## src/rtl/hdc_perf_pkg.sv

```systemverilog
// Shared types, constants and saturating arithmetic for the HDC performance monitor.
package hdc_perf_pkg;

  localparam int PERF_CNT_W = 32;

  typedef logic [PERF_CNT_W-1:0] cnt_t;

  localparam cnt_t CNT_MAX      = '1;
  localparam cnt_t LAT_MIN_INIT = '1;

  function automatic cnt_t sat_add(input cnt_t a, input cnt_t b);
    logic [PERF_CNT_W:0] s;
    s = {1'b0, a} + {1'b0, b};
    return s[PERF_CNT_W] ? CNT_MAX : s[PERF_CNT_W-1:0];
  endfunction

endpackage

```

## src/rtl/hdc_ts_fifo.sv

```systemverilog
// Timestamp FIFO: one extra pointer bit separates full from empty; push and pop may coincide.
module hdc_ts_fifo
  import hdc_perf_pkg::*;
#(
  parameter int W     = PERF_CNT_W,
  parameter int DEPTH = 4
) (
  input  logic         clk,
  input  logic         rst,
  input  logic         push,
  input  logic         pop,
  input  logic [W-1:0] din,
  output logic [W-1:0] dout,
  output logic         full,
  output logic         empty
);

  localparam int AW = $clog2(DEPTH);

  logic [W-1:0] mem [DEPTH];
  logic [AW:0]  wr_ptr;
  logic [AW:0]  rd_ptr;

  assign empty = (wr_ptr == rd_ptr);
  assign full  = (wr_ptr[AW] != rd_ptr[AW]) && (wr_ptr[AW-1:0] == rd_ptr[AW-1:0]);
  assign dout  = mem[rd_ptr[AW-1:0]];

  always_ff @(posedge clk) begin
    if (rst) begin
      wr_ptr <= '0;
      rd_ptr <= '0;
    end else begin
      if (push) wr_ptr <= wr_ptr + 1'b1;
      if (pop)  rd_ptr <= rd_ptr + 1'b1;
    end
  end

  // Storage needs no reset: only slots between the pointers are ever read.
  always_ff @(posedge clk) begin
    if (push) mem[wr_ptr[AW-1:0]] <= din;
  end

endmodule

```

## src/rtl/hdc_perf_monitor.sv

```systemverilog
// Passive monitor snooping the fin/dout handshakes of hdc_sensor_fusion: stalls, latency, label errors.
// Handshakes: a transfer happens in a cycle where valid & ready are both high; this block only observes them.
module hdc_perf_monitor
  import hdc_perf_pkg::*;
#(
  parameter int NUM_LABELS   = 2,
  parameter int DEPTH        = 4,
  parameter int CNT_WIDTH    = PERF_CNT_W,
  parameter int SKIP_ENTRIES = 2
) (
  input  logic                  clk,
  input  logic                  rst,
  input  logic                  clear,
  input  logic                  enable,
  input  logic                  fin_valid,
  input  logic                  fin_ready,
  input  logic                  dout_valid,
  input  logic                  dout_ready,
  input  logic [NUM_LABELS-1:0] dout_label,
  input  logic [NUM_LABELS-1:0] exp_label,
  output logic [CNT_WIDTH-1:0]  cycle_count,
  output logic [CNT_WIDTH-1:0]  fin_stall_cnt,
  output logic [CNT_WIDTH-1:0]  fin_idle_cnt,
  output logic [CNT_WIDTH-1:0]  dout_stall_cnt,
  output logic [CNT_WIDTH-1:0]  dout_idle_cnt,
  output logic [CNT_WIDTH-1:0]  in_count,
  output logic [CNT_WIDTH-1:0]  out_count,
  output logic [CNT_WIDTH-1:0]  lat_total,
  output logic [CNT_WIDTH-1:0]  lat_min,
  output logic [CNT_WIDTH-1:0]  lat_max,
  output logic [CNT_WIDTH-1:0]  mismatch_cnt,
  output logic                  overflow,
  output logic                  underflow
);

  typedef logic [CNT_WIDTH-1:0] ctr_t;

  localparam ctr_t ONE      = ctr_t'(1);
  localparam ctr_t SKIP_THR = ctr_t'(SKIP_ENTRIES);

  function automatic ctr_t sat_sum(input ctr_t a, input ctr_t b);
    logic [CNT_WIDTH:0] s;
    s = {1'b0, a} + {1'b0, b};
    return s[CNT_WIDTH] ? '1 : s[CNT_WIDTH-1:0];
  endfunction

  logic flush;
  logic push, pop, push_ok, pop_ok;
  logic full, empty;
  ctr_t head_ts, latency, mis_bits;

  assign flush = rst | clear;
  assign push  = enable & fin_valid & fin_ready;
  assign pop   = enable & dout_valid & dout_ready;

  // A pop from a full FIFO frees the slot the coincident push needs.
  assign pop_ok  = pop & ~empty;
  assign push_ok = push & (~full | pop_ok);

  // Modular subtraction keeps latency correct across cycle_count wrap.
  assign latency = cycle_count - head_ts;

  always_comb begin
    mis_bits = '0;
    for (int i = 0; i < NUM_LABELS; i++) begin
      mis_bits = mis_bits + ctr_t'(dout_label[i] ^ exp_label[i]);
    end
  end

  hdc_ts_fifo #(
    .W     (CNT_WIDTH),
    .DEPTH (DEPTH)
  ) u_ts_fifo (
    .clk   (clk),
    .rst   (flush),
    .push  (push_ok),
    .pop   (pop_ok),
    .din   (cycle_count),
    .dout  (head_ts),
    .full  (full),
    .empty (empty)
  );

  always_ff @(posedge clk) begin
    if (flush) begin
      cycle_count    <= '0;
      fin_stall_cnt  <= '0;
      fin_idle_cnt   <= '0;
      dout_stall_cnt <= '0;
      dout_idle_cnt  <= '0;
      in_count       <= '0;
      out_count      <= '0;
      lat_total      <= '0;
      lat_min        <= '1;
      lat_max        <= '0;
      mismatch_cnt   <= '0;
      overflow       <= 1'b0;
      underflow      <= 1'b0;
    end else if (enable) begin
      cycle_count <= cycle_count + ONE;

      if (fin_valid && !fin_ready)   fin_stall_cnt  <= sat_sum(fin_stall_cnt, ONE);
      if (!fin_valid && fin_ready)   fin_idle_cnt   <= sat_sum(fin_idle_cnt, ONE);
      if (dout_valid && !dout_ready) dout_stall_cnt <= sat_sum(dout_stall_cnt, ONE);
      if (!dout_valid && dout_ready) dout_idle_cnt  <= sat_sum(dout_idle_cnt, ONE);

      if (push_ok) in_count <= sat_sum(in_count, ONE);
      if (push && !push_ok) overflow <= 1'b1;

      if (pop) begin
        out_count <= sat_sum(out_count, ONE);
        if (out_count >= SKIP_THR) mismatch_cnt <= sat_sum(mismatch_cnt, mis_bits);
        if (pop_ok) begin
          lat_total <= sat_sum(lat_total, latency);
          if (latency < lat_min) lat_min <= latency;
          if (latency > lat_max) lat_max <= latency;
        end else begin
          underflow <= 1'b1;
        end
      end
    end
  end

endmodule
```

## config.mk

```make
export PLATFORM = sky130hd
export DESIGN_NAME = hdc_perf_monitor
export DESIGN_NICKNAME = d
export VERILOG_FILES = /design/src/rtl/hdc_perf_pkg.sv /design/src/rtl/hdc_ts_fifo.sv /design/src/rtl/hdc_perf_monitor.sv
export SDC_FILE = /design/constraint.sdc
export NUM_CORES = 1
export LEC_CHECK = 0
export CORE_ASPECT_RATIO = 0.8
export CORE_UTILIZATION = 42
export DETAILED_ROUTE_END_ITERATION = 8
export GPL_TIMING_DRIVEN = 0
export SLEW_MARGIN = 20
export SYNTH_ARGS = -nofsm -noshare
export SYNTH_HDL_FRONTEND = slang
export SYNTH_SLANG_ARGS = --single-unit
```

## constraint.sdc

```tcl
create_clock -name clk -period 9.1 [get_ports clk]
set_clock_uncertainty 0.2 [all_clocks]
set_input_delay 1.82 -clock clk [delete_from_list [all_inputs] [get_ports clk]]
set_output_delay 1.82 -clock clk [all_outputs]
set_load 0.1 [all_outputs]
```

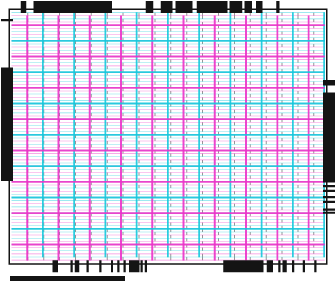
(run_1/power_grid.png)
Scale bar: 100 um. Pins as bars on the die edge. Tap cells in grey.
legend:
  magenta:
    net: VSS
  cyan:
    net: VDD
tap cells: 769
met1 rails: 80
rows: 79
met4 straps: 20
height of the die: 219.9 um
area inside the core boundary: 58420 um^2
Worst IR Drop VDD: 0.0001382 V
die width: 274.4 um

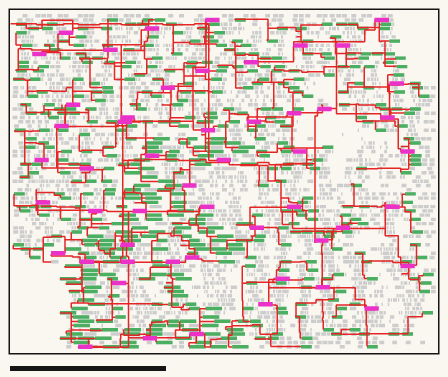
(run_1/clk_routes.png)
Scale bar: 100 um.
legend:
  green:
    item: flip-flops
    count: 490
  red:
    item: clock wires
    length: 6740 um
  magenta:
    item: clock drivers
    count: 52
routed clock nets: 53
power share of the clock group: 46.3%
power in the clock group: 2110 uW
insertion delay at the late pin of the worst-skew pair: 0.62 ns

==> impl_metrics.tcl, run 1 <==
# yosys + openroad results
set metrics [dict create \
    outcome "finished with violations" \
    failed_checks "DRC" \
    synth_area_leaders "sky130_fd_sc_hd__dfxtp_1 29%, sky130_fd_sc_hd__edfxtp_1 15%, sky130_fd_sc_hd__ha_1 7.0%" \
    gp_congestion 0.9196 \
    ctsLongestPathBuffers 3 \
    tritoncts.num_buffers 52 \
    hold_violations 0 \
    overflow 0 \
    post_cts_resized 0 \
    yosys_area_um2 24920 \
    post-dp-hpwl_um 58510 \
    gr-usage-all-layers_pct 24.96 \
    post-synth-top-area-cell "sky130_fd_sc_hd__dfxtp_1" \
    path_buffers 5 \
    final_layout_top_logic_cells "365 x sky130_fd_sc_hd__clkdlybuf4s50_1, 362 x sky130_fd_sc_hd__dfxtp_1, 309 x sky130_fd_sc_hd__a21oi_1" \
    top_level_ports 366 \
    initialDrtViolationCount 1550 \
    synthSimpleGateAreaFrac_pct 16.67 \
    crit_cells 24 \
    max_cap_viol_count 0 \
    worstRegToRegCells 24 \
    postCtsSetupRepairBufs 0 \
    synth_flop_count 490 \
    post_synth_ao_oa_area_fraction_pct 15.09 \
    initial_antenna_violation_count 0 \
    nNonClkInverters 137 \
    lay_top_count "sky130_fd_sc_hd__clkdlybuf4s50_1" \
    tap-cell-count 769 \
    grt_pass1_wl_um 118000 \
    global_route.usage.met2_pct 37.59 \
    htree_levels 2 \
    nonClkBufAreaFrac_pct 13.44 \
    comb_cells 1915 \
    r2r_slack_ns 1.56 \
    fmaxAchievable_mhz 132.6 \
    flip_flops_with_a_built_in_enable 128 \
    drt_pre_antenna_iters 8 \
    finalHoldWorstSlack_ns 0.2632 \
    finalSetupViolCount 0 \
    synth_top_area_share_pct 29.08 \
    timing_worst_slew_pin_value_ns 1.144 \
    fill_cells 5215 \
    grt_setup_unrepaired "false" \
    nNetsFinal 3220 \
    layout.clock.cell_area_share_pct 5.322 \
    ys_async_sr_fraction_pct 0 \
    finalInstanceArea_um2 31340 \
    worst_setup_hold_path_clk_slew_ns 0.06 \
    synth.lib_cells_used.distinct 85 \
    groute.layer.met1.usage_pct 35.84 \
    path_cells "clkbuf_1 -> buf_1 -> mux4_2 -> ha_1 -> fa_1 -> nor2b_1 -> o31a_1 -> o31a_1 -> o211ai_2 -> a211oi_2 -> o21ai_1 -> and4_1 -> nor3_1 -> inv_1 -> ha_1 -> nand4_1 -> nor4_1 -> nand2_1 -> o21ai_0 -> or2_2 -> buf_4 -> buf_4 -> nand2_1 -> a21oi_1" \
    grt_most_used_layer "met2" \
    timing.final.max_slew_violations 0 \
    cts-root-buf "sky130_fd_sc_hd__clkbuf_16" \
    total_power_density_per_cell_area_nw_per_um2 145.5 \
    yosys.area_share.adder_pct 7.269 \
    drt_drc_violations_left 34 \
    r2r_end "lat_max[23]" \
    leakagePower_uw 0.01181 \
    ctsHoldBuffers 0 \
    drive_gt1_share_pct 5.826 \
    timing.critical_path.max_delay_family "simple AND/OR/NAND/NOR gates" \
    crit_path_slowest_cell "sky130_fd_sc_hd__buf_1" \
    final_core_utilization_pct 53.65 \
    number_of_inserted_diodes 1 \
    detailed_place.area_um2 29660 \
    yosysCellCount 2640 \
    dpl.cell_count 3779 \
]
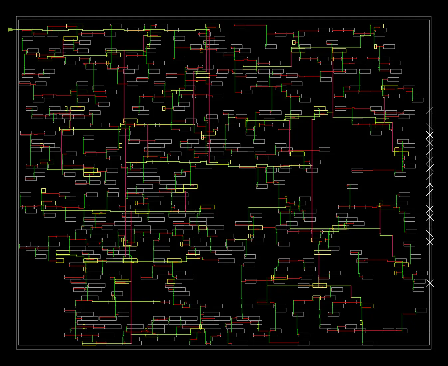
(run_1/clocks.png)
Flops: 490
Clock buffer cells: 77

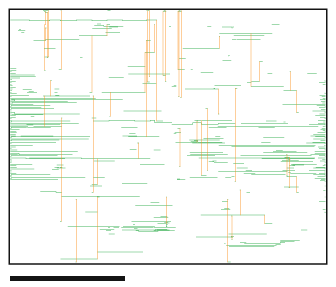
(run_1/wires.png)
Scale bar: 100 um. Two of the layers only.
legend:
  green:
    layer: metal 3
    wire_length: 5260 um
  orange:
    layer: metal 4
    wire_length: 1850 um
overall via count from detail_route: 21230
wire length per cell after detailed routing: 19.82 um

## run 1: where the power goes
part | switching, uW | internal [uW] | leakage [uW]
combinational | 147 | 64.0 | 0.00688
clock | 913 | 1200 | 0.000813
sequential | 5.44 | 2230 | 0.00412
total | 1070 | 3500 | 0.0118
## run 1: state kept, by name, summed over array words and instances (netlist names), named ones only
signal / flops
cycle_count: 32
dout_idle_cnt: 32
dout_stall_cnt: 32
fin_idle_cnt: 32
fin_stall_cnt: 32
in_count: 32
lat_max: 32
lat_min: 32
lat_total: 32
mismatch_cnt: 32
out_count: 32
overflow: 1
u_ts_fifo.mem: 128
u_ts_fifo.rd_ptr: 3
u_ts_fifo.wr_ptr: 3
underflow: 1
==> inputs of run 2 (changes only) <==
- clock period: 9.1 -> 7.5 ns (I/O delays scaled with it)
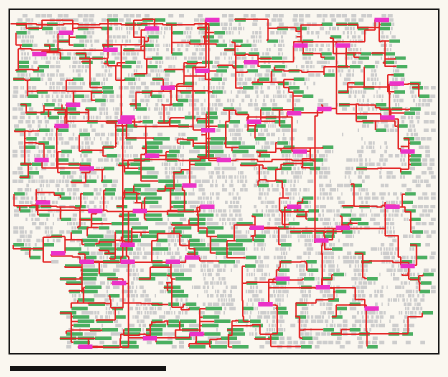
(run_2/clk_routes.png)
Scale bar: 100 um.
legend:
  magenta:
    item: clock drivers
    count: 52
  red:
    item: clock wires
    length: 6750 um
  green:
    item: flip-flops
    count: 490
flops lie: spread over the die
power in the clock group: 2570 uW

==> impl_metrics.tcl, run 2 <==
# yosys + openroad results
set metrics [dict create \
    floorplan.core_area_um2 58420 \
    initialDrtViolationCount 1546 \
    cellInternalPower_uw 4241 \
    grt_pass1_wl_um 118000 \
    post-dp-hpwl_um 58510 \
    flip_flops_with_a_built_in_enable 128 \
    total_power_density_per_cell_area_nw_per_um2 176.7 \
    post-synth-top-area-cell "sky130_fd_sc_hd__dfxtp_1" \
    groute.layer.met1.usage_pct 35.84 \
    postRouteWirelength_um 76870 \
    synth.lib_cells_used.distinct 85 \
    worstRegToRegCells 22 \
    power.share.combinational_pct 4.6 \
    finalInstanceArea_um2 31350 \
    routed_wire_length_per_instance_um 19.83 \
    switchingPower_uw 1297 \
    gp_congestion 0.9196 \
    grt_setup_unrepaired "false" \
    initial_antenna_violation_count 0 \
    post_synth_ao_oa_area_fraction_pct 15.09 \
    power.clock.fraction_pct 46.3 \
    clkLatencyLatePin_ns 0.62 \
    synthSimpleGateAreaFrac_pct 16.67 \
    tritoncts.num_buffers 52 \
    yosysCellCount 2640 \
    comb-power_uw 256 \
    top_logic_kind "simple AND/OR/NAND/NOR gates" \
    postCtsSetupRepairBufs 0 \
    failed_checks "DRC" \
    sequentialPowerShare_pct 49.1 \
    gr-usage-all-layers_pct 24.96 \
    top_level_ports 366 \
    worst_setup_hold_path_clk_slew_ns 0.06 \
    yosys_area_um2 24920 \
    timing.final.max_slew_violations 0 \
    nNetsFinal 3219 \
    drt_pre_antenna_iters 8 \
    final_core_utilization_pct 53.66 \
    max_cap_viol_count 0 \
    chipWidth_um 274.4 \
    yosys.area_share.adder_pct 7.269 \
    leakagePower_uw 0.01182 \
    htree_levels 2 \
    synth_top_area_share_pct 29.08 \
    fmaxAchievable_mhz 143.8 \
    syn-instance-count 2640 \
    timing_worst_slew_pin_value_ns 1.154 \
    grt_most_used_layer "met2" \
    synth-main-ff-cell "sky130_fd_sc_hd__dfxtp_1" \
    met2RoutedLength_um 33190 \
    ys_async_sr_fraction_pct 0 \
    synth_area_leaders "sky130_fd_sc_hd__dfxtp_1 29%, sky130_fd_sc_hd__edfxtp_1 15%, sky130_fd_sc_hd__ha_1 7.0%" \
    r2r_slack_ns 0.55 \
    detailed_place.area_um2 29660 \
    tritoncts "done" \
    hold_violations 0 \
    power-top-group "registers" \
    lay_top_count "sky130_fd_sc_hd__clkdlybuf4s50_1" \
    timing.critical_path.max_delay_family "AND-OR/OR-AND gates" \
    worst_ep_required_time_ns 7.83 \
    power.share.switching_pct 23.42 \
    cts-root-buf "sky130_fd_sc_hd__clkbuf_16" \
    overflow 0 \
    finalSetupViolCount 0 \
    holdCritStartpoint "overflow" \
    global_route.usage.met2_pct 37.59 \
    synth_flop_count 490 \
    drive_gt1_share_pct 5.924 \
    largest_register_ff_count 128 \
    final_layout_top_logic_cells "365 x sky130_fd_sc_hd__clkdlybuf4s50_1, 362 x sky130_fd_sc_hd__dfxtp_1, 309 x sky130_fd_sc_hd__a21oi_1" \
    path_cells "clkbuf_1 -> mux4_2 -> inv_1 -> ha_1 -> a2111oi_0 -> a21boi_1 -> o211ai_1 -> a21o_1 -> a21oi_2 -> a221oi_2 -> xor2_1 -> inv_1 -> ha_1 -> nand4_1 -> nor4_1 -> nand2_1 -> o21ai_0 -> or2_2 -> buf_4 -> buf_4 -> nand2_1 -> a21oi_1" \
    ctsLongestPathBuffers 3 \
    critPathMaxFanout 10 \
    vias 21180 \
    seq_cell_power_uw 2720 \
    hold_path.class "reg2reg" \
    die_height_um 219.9 \
    outcome "finished with violations" \
    crit_cells 22 \
    drt_drc_violations_left 34 \
    path_buffers 5 \
    crit_path_slowest_cell "sky130_fd_sc_hd__a2111oi_0" \
    ir_drop_v 0.0001675 \
    r2r_end "lat_max[23]" \
    post_cts_resized 2 \
    ctsHoldBuffers 0 \
]
## run 2: cell counts after synthesis
No cell type changed its count.
## run 2: stage by stage
| step | hold slack (ns) | cells | worst slack (ns) |
|---|---|---|---|
| final | 0.2635 | 3876 | 0.5474 |
| after global placement | 0.2534 | 3774 | -0.1924 |
| after detailed placement | 0.2519 | 3779 | -0.09094 |
| after CTS | 0.2667 | 3875 | 0.1229 |
| after floorplan | 0.3324 | 2640 | 1.556 |
| after global routing | 0.2810 | 3875 | 0.1538 |
## run 2: final cells by class
class | count | area [um^2]
clock inverter | 19 | 212.7
antenna | 1 | 2.502
timing repair buffer | 371 | 3772
multi-input combinational | 1915 | 12900
inverter | 137 | 514.2
tap | 769 | 962.2
fill | 5218 | 27070
clock buffer | 77 | 1455
sequential | 490 | 11090
buffer | 97 | 440.4
Power is estimated from default activity; no workload was simulated.
